### src/rtl/vga_fb_arbiter.sv
// Frame-buffer RAM arbiter: VGA fetch owns the RAM in the display zone, while
// a one-entry buffered client write and a full-buffer clear sweep share blanking slots.
module vga_fb_arbiter #(
    parameter int X_BITS = 9,
    parameter int Y_BITS = 9,
    parameter int AW = X_BITS + Y_BITS,
    parameter int DW = 8,
    parameter logic [DW-1:0] CLEAR_COLOR = '0
) (
    input  logic          clk_50,
    input  logic          rst_n,
    input  logic [9:0]    x_pos,
    input  logic [9:0]    y_pos,
    input  logic          display_zone,
    input  logic          wr_valid,
    output logic          wr_ready,
    input  logic [AW-1:0] wr_addr,
    input  logic [DW-1:0] wr_data,
    input  logic          clear_req,
    output logic          clear_busy,
    output logic          clear_done,
    output logic [AW-1:0] mem_addr,
    output logic          mem_we,
    output logic [DW-1:0] mem_wdata,
    input  logic [DW-1:0] mem_rdata,
    output logic [DW-1:0] rgb_out,
    output logic          rgb_valid
);

    typedef enum logic [1:0] {EMPTY, FULL, CLEAR} state_t;

    state_t        state_reg, state_next;
    logic [AW-1:0] buf_addr_reg, buf_addr_next;
    logic [DW-1:0] buf_data_reg, buf_data_next;
    logic [AW-1:0] clr_cnt_reg, clr_cnt_next;
    logic [AW-1:0] addr_next;
    logic [DW-1:0] wdata_next;
    logic          we_next, busy_next, done_next, ready_next;
    logic          wr_hs, clr_start;
    logic          fetch_d1_reg, fetch_d2_reg;
    logic [AW-1:0] fetch_addr;

    // Only the low X_BITS/Y_BITS of the timing counters form the address.
    assign fetch_addr = {y_pos[Y_BITS-1:0], x_pos[X_BITS-1:0]};

    logic unused_pos_bits;
    assign unused_pos_bits = &{1'b0, x_pos, y_pos};

    assign wr_hs     = wr_valid && wr_ready;
    assign clr_start = clear_req && !clear_busy;

    always_comb begin
        state_next    = state_reg;
        buf_addr_next = buf_addr_reg;
        buf_data_next = buf_data_reg;
        clr_cnt_next  = clr_cnt_reg;
        addr_next     = mem_addr;
        wdata_next    = mem_wdata;
        we_next       = 1'b0;
        busy_next     = clear_busy;
        done_next     = 1'b0;

        // RAM slot for this cycle
        if (!display_zone) begin
            addr_next = fetch_addr;
        end else if (state_reg == CLEAR) begin
            addr_next    = clr_cnt_reg;
            we_next      = 1'b1;
            wdata_next   = CLEAR_COLOR;
            clr_cnt_next = clr_cnt_reg + 1'b1;
            if (clr_cnt_reg == {AW{1'b1}}) begin
                state_next = EMPTY;
                busy_next  = 1'b0;
                done_next  = 1'b1;
            end
        end else if (state_reg == FULL) begin
            addr_next  = buf_addr_reg;
            we_next    = 1'b1;
            wdata_next = buf_data_reg;
            // a clear flagged while full starts right behind the buffered write
            if (clear_busy) begin
                state_next   = CLEAR;
                clr_cnt_next = '0;
            end else begin
                state_next = EMPTY;
            end
        end

        // Request acceptance
        case (state_reg)
            EMPTY: begin
                if (wr_hs) begin
                    state_next    = FULL;
                    buf_addr_next = wr_addr;
                    buf_data_next = wr_data;
                    if (clr_start) busy_next = 1'b1;
                end else if (clr_start) begin
                    state_next   = CLEAR;
                    clr_cnt_next = '0;
                    busy_next    = 1'b1;
                end
            end
            FULL: begin
                if (clr_start) begin
                    busy_next = 1'b1;
                    if (state_next == EMPTY) begin
                        state_next   = CLEAR;
                        clr_cnt_next = '0;
                    end
                end
            end
            default: ;
        endcase

        ready_next = (state_next == EMPTY) && !busy_next;
    end

    always_ff @(posedge clk_50 or negedge rst_n) begin
        if (!rst_n) begin
            state_reg    <= EMPTY;
            buf_addr_reg <= '0;
            buf_data_reg <= '0;
            clr_cnt_reg  <= '0;
            mem_addr     <= '0;
            mem_we       <= 1'b0;
            mem_wdata    <= '0;
            wr_ready     <= 1'b1;
            clear_busy   <= 1'b0;
            clear_done   <= 1'b0;
        end else begin
            state_reg    <= state_next;
            buf_addr_reg <= buf_addr_next;
            buf_data_reg <= buf_data_next;
            clr_cnt_reg  <= clr_cnt_next;
            mem_addr     <= addr_next;
            mem_we       <= we_next;
            mem_wdata    <= wdata_next;
            wr_ready     <= ready_next;
            clear_busy   <= busy_next;
            clear_done   <= done_next;
        end
    end

    // Zone flag follows the fetch through address and RAM read stages.
    always_ff @(posedge clk_50 or negedge rst_n) begin
        if (!rst_n) begin
            fetch_d1_reg <= 1'b0;
            fetch_d2_reg <= 1'b0;
            rgb_valid    <= 1'b0;
            rgb_out      <= '0;
        end else begin
            fetch_d1_reg <= !display_zone;
            fetch_d2_reg <= fetch_d1_reg;
            rgb_valid    <= fetch_d2_reg;
            rgb_out      <= fetch_d2_reg ? mem_rdata : '0;
        end
    end

endmodule

### config.mk
export PLATFORM = sky130hd
export DESIGN_NAME = vga_fb_arbiter
export DESIGN_NICKNAME = d
export VERILOG_FILES = /design/src/rtl/vga_fb_arbiter.sv
export SDC_FILE = /design/constraint.sdc
export NUM_CORES = 1
export LEC_CHECK = 0
export CORE_ASPECT_RATIO = 0.6
export CORE_UTILIZATION = 53
export CTS_CLUSTER_SIZE = 25
export DETAILED_ROUTE_END_ITERATION = 7
export PLACE_DENSITY_LB_ADDON = 0.3
export SLEW_MARGIN = 15
export SYNTH_ARGS = -nofsm -noshare
export SYNTH_HDL_FRONTEND = slang
export SYNTH_SLANG_ARGS = --single-unit
export TNS_END_PERCENT = 5
### constraint.sdc
create_clock -name clk_50 -period 4.7 [get_ports clk_50]
set_input_delay 0.94 -clock clk_50 [delete_from_list [all_inputs] [get_ports clk_50]]
set_output_delay 0.94 -clock clk_50 [all_outputs]
set_load 0.01 [all_outputs]
Fig. 1: run 1, power grid
Pins as bars on the die edge.
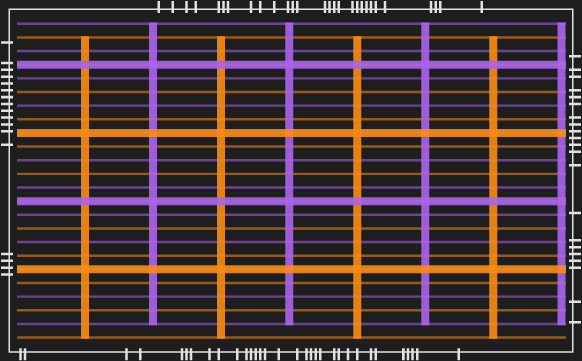
Key: orange = VSS; purple = VDD
The core has 23 rows. 8 straps on met4. 98 signal pins sit on the boundary. 4 straps on met5. 24 met1 rails follow the rows.

Fig. 2: run 1, metal 1
Supply wires on this layer in grey.
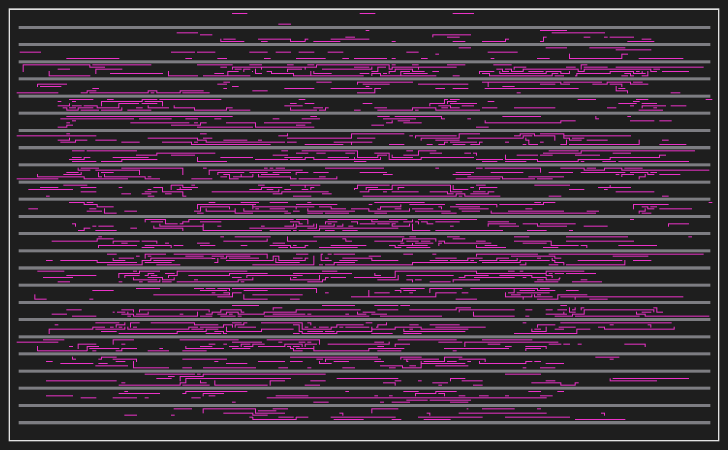
The layer carries 4,250 microns of wire. The wires run mostly horizontal. The layer holds 45% of the routed length.

==> Changelog: implementation, run 1 <==
## Flow update

* Ports at 98
* Worst Hold Class: reg -> reg
* Synth unique cells at 51
* Critical-path cell list: clkdlybuf4s50_1 -> buf_4 -> mux2i_1 -> and4b_1 -> o21ai_1 -> a21oi_4 -> o21ba_1
* Tap Count at 87
* Register area at 2180 sq um
* CP required at 4930 ps
* Top non-seq family: simple AND/OR/NAND/NOR gates
* Post-DP HPWL at 6300 microns
* Crit path max-delay family: buffers and inverters
* Synth area leader: dfrtp_1
* Met2 Resource Use GR at 41.2%
* Via count at 3,091
* Global Route met1 Usage at 35.1%
* Syn avg cell area at 11.3 sq um
* Top cells, area: dfrtp_1 (56%), mux2_2 (8.2%), o22ai_1 (3.9%)
* Worst-Skew Late Latency at 340 ps
* Remaining DRCs at 7
* Power per cell area at 482 nW/um^2
* Net Sw Frac at 29.0%
* Utilization after layout at 75.5%
* Ys async rst share at 100%
* Port bufs at 95
* Placed insts at 506
* Critical path capture point type: flop
* Crit Path Category: in -> reg
* Placed cell area at 4840 sq um
* FA/HA/MAJ Cells, Area Fraction at 1.62%
* Non-filler cells, final at 522
* RR Startpoint: state_reg[0]$_DFF_PN0_
* Area occupied by multi-input gates at 1570 sq um
* Status: complete, but fails checks
* # Cells Yosys at 340
* Max transition margin at 42.6%
* Failing checks: design-rule violations
* Gate power share at 27.4%
* Pre-Place Util at 56.2%
* R2r worst-path depth at 7
* Core area at 6850 sq um
* Yosys reg bits at 87
* Comb group at 683 uW
* Seq share, synth at 56.6%
* Most numerous logic cell after layout: clkdlybuf4s50_1
* Crit. path cell count at 7
* Internal at 1770 uW
* CP Max Fanout at 40
* NumNets Final at 494
* TritonCTS buffer count at 9
* Final Hold Viols at 0
* Initial DRC Count at 241
Fig. 3: run 1, gate families picked out
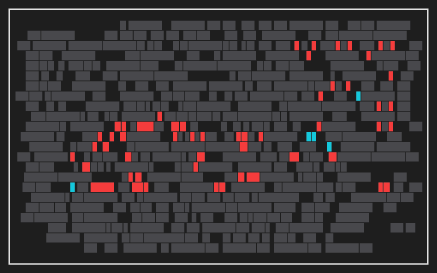
Key: red = NAND gates [cells 53, most used nand2_1]; cyan = inverters [cells 5, most used inv_1]

==> run 1 -> run 2 <==
--- a/config.mk
+++ b/config.mk
@@ -6,7 +6,7 @@
 export NUM_CORES = 1
 export LEC_CHECK = 0
 export CORE_ASPECT_RATIO = 0.6
-export CORE_UTILIZATION = 53
+export CORE_UTILIZATION = 44
 export CTS_CLUSTER_SIZE = 25
 export DETAILED_ROUTE_END_ITERATION = 7
 export PLACE_DENSITY_LB_ADDON = 0.3
==> constraint.sdc (replaced) <==
create_clock -name clk_50 -period 2.7 [get_ports clk_50]
set_input_delay 0.54 -clock clk_50 [delete_from_list [all_inputs] [get_ports clk_50]]
set_output_delay 0.54 -clock clk_50 [all_outputs]
set_load 0.01 [all_outputs]
Fig. 4: run 2, clock nets
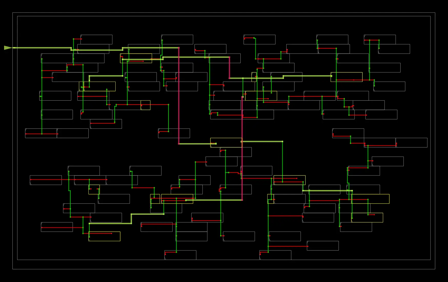
clk sinks: 87
clkbuf count: 11
registers: 87
Worst-Skew Late Latency: 340 ps
clk pwr: 1220 uW

==> Changelog: implementation, run 2 <==
## Flow update

* Utilization after layout at 62.2% (-13 points)
* Via count at 3,094 (+0.097%)
* CP required at 2950 ps (-1980 ps)
* Initial DRC Count at 177 (-27%)
* Crit path max-delay family: buffers and inverters
* Status: complete, no violations
* Ys async rst share at 100% (unchanged)
* Met2 Resource Use GR at 34.2% (-7.0 points)
* Most numerous logic cell after layout: clkdlybuf4s50_1
* Syn avg cell area at 11.3 sq um (unchanged)
* Power per cell area at 806 nW/um^2 (+67%)
* Area occupied by multi-input gates at 1570 sq um (unchanged)
* R2r worst-path depth at 8 (+1)
* Worst Hold Class: in -> async
* Internal at 2980 uW (+69%)
* Clock power frac at 28.7%
* NumNets Final at 507 (+2.6%)
* Non-filler cells, final at 560 (+7.3%)
* Placed cell area at 4990 sq um (+2.9%)
* FA/HA/MAJ Cells, Area Fraction at 1.62% (unchanged)
* Remaining DRCs at 0 (-7)
* Register area at 2180 sq um (unchanged)
* Max transition margin at 55.9% (+13 points)
* Synth unique cells at 51 (unchanged)
* Critical-path cell list: clkdlybuf4s50_1 -> buf_4 -> and4b_1 -> a21oi_1 -> nor2_1 -> a21oi_4 -> buf_4 -> a311oi_1
* Tap Count at 112 (+29%)
* Seq share, synth at 56.6% (unchanged)
* Final Hold Viols at 0 (unchanged)
* Gate power share at 29.2% (+1.8 points)
* Synth area leader: dfrtp_1
* Critical path capture point type: flop
* Non-clk buf share at 20.5%
* Top non-seq family: simple AND/OR/NAND/NOR gates
* Yosys reg bits at 87 (unchanged)
* Placed insts at 544 (+7.5%)
* RR Startpoint: state_reg[0]$_DFF_PN0_
* Top cells, area: dfrtp_1 (56%), mux2_2 (8.2%), o22ai_1 (3.9%)
* Ports at 98 (unchanged)
* Crit. path cell count at 8 (+1)
* Port bufs at 95 (unchanged)
* Net Sw Frac at 29.9% (+0.87 points)
* CP Max Fanout at 23 (-43%)
* # Cells Yosys at 340 (unchanged)
* Global Route met1 Usage at 32.1% (-3.1 points)
* Crit Path Category: in -> reg
* TritonCTS buffer count at 9 (unchanged)
* Pre-Place Util at 45.4% (-11 points)
Fig. 5: run 2, power grid
Pins as bars on the die edge.
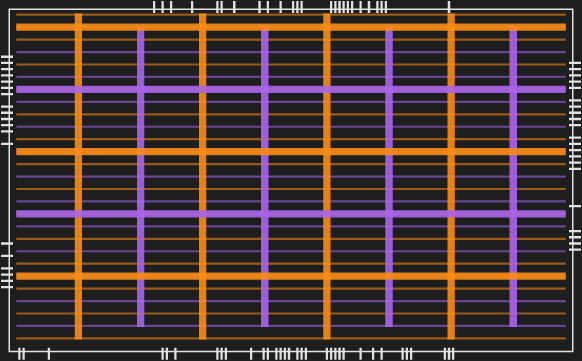
Die X-Extent: 123 microns
core area: 8490 sq um
Worst VDD drop: 0.000387 V
Die Y: 74.5 microns

Power and IR drop assume default switching activity.
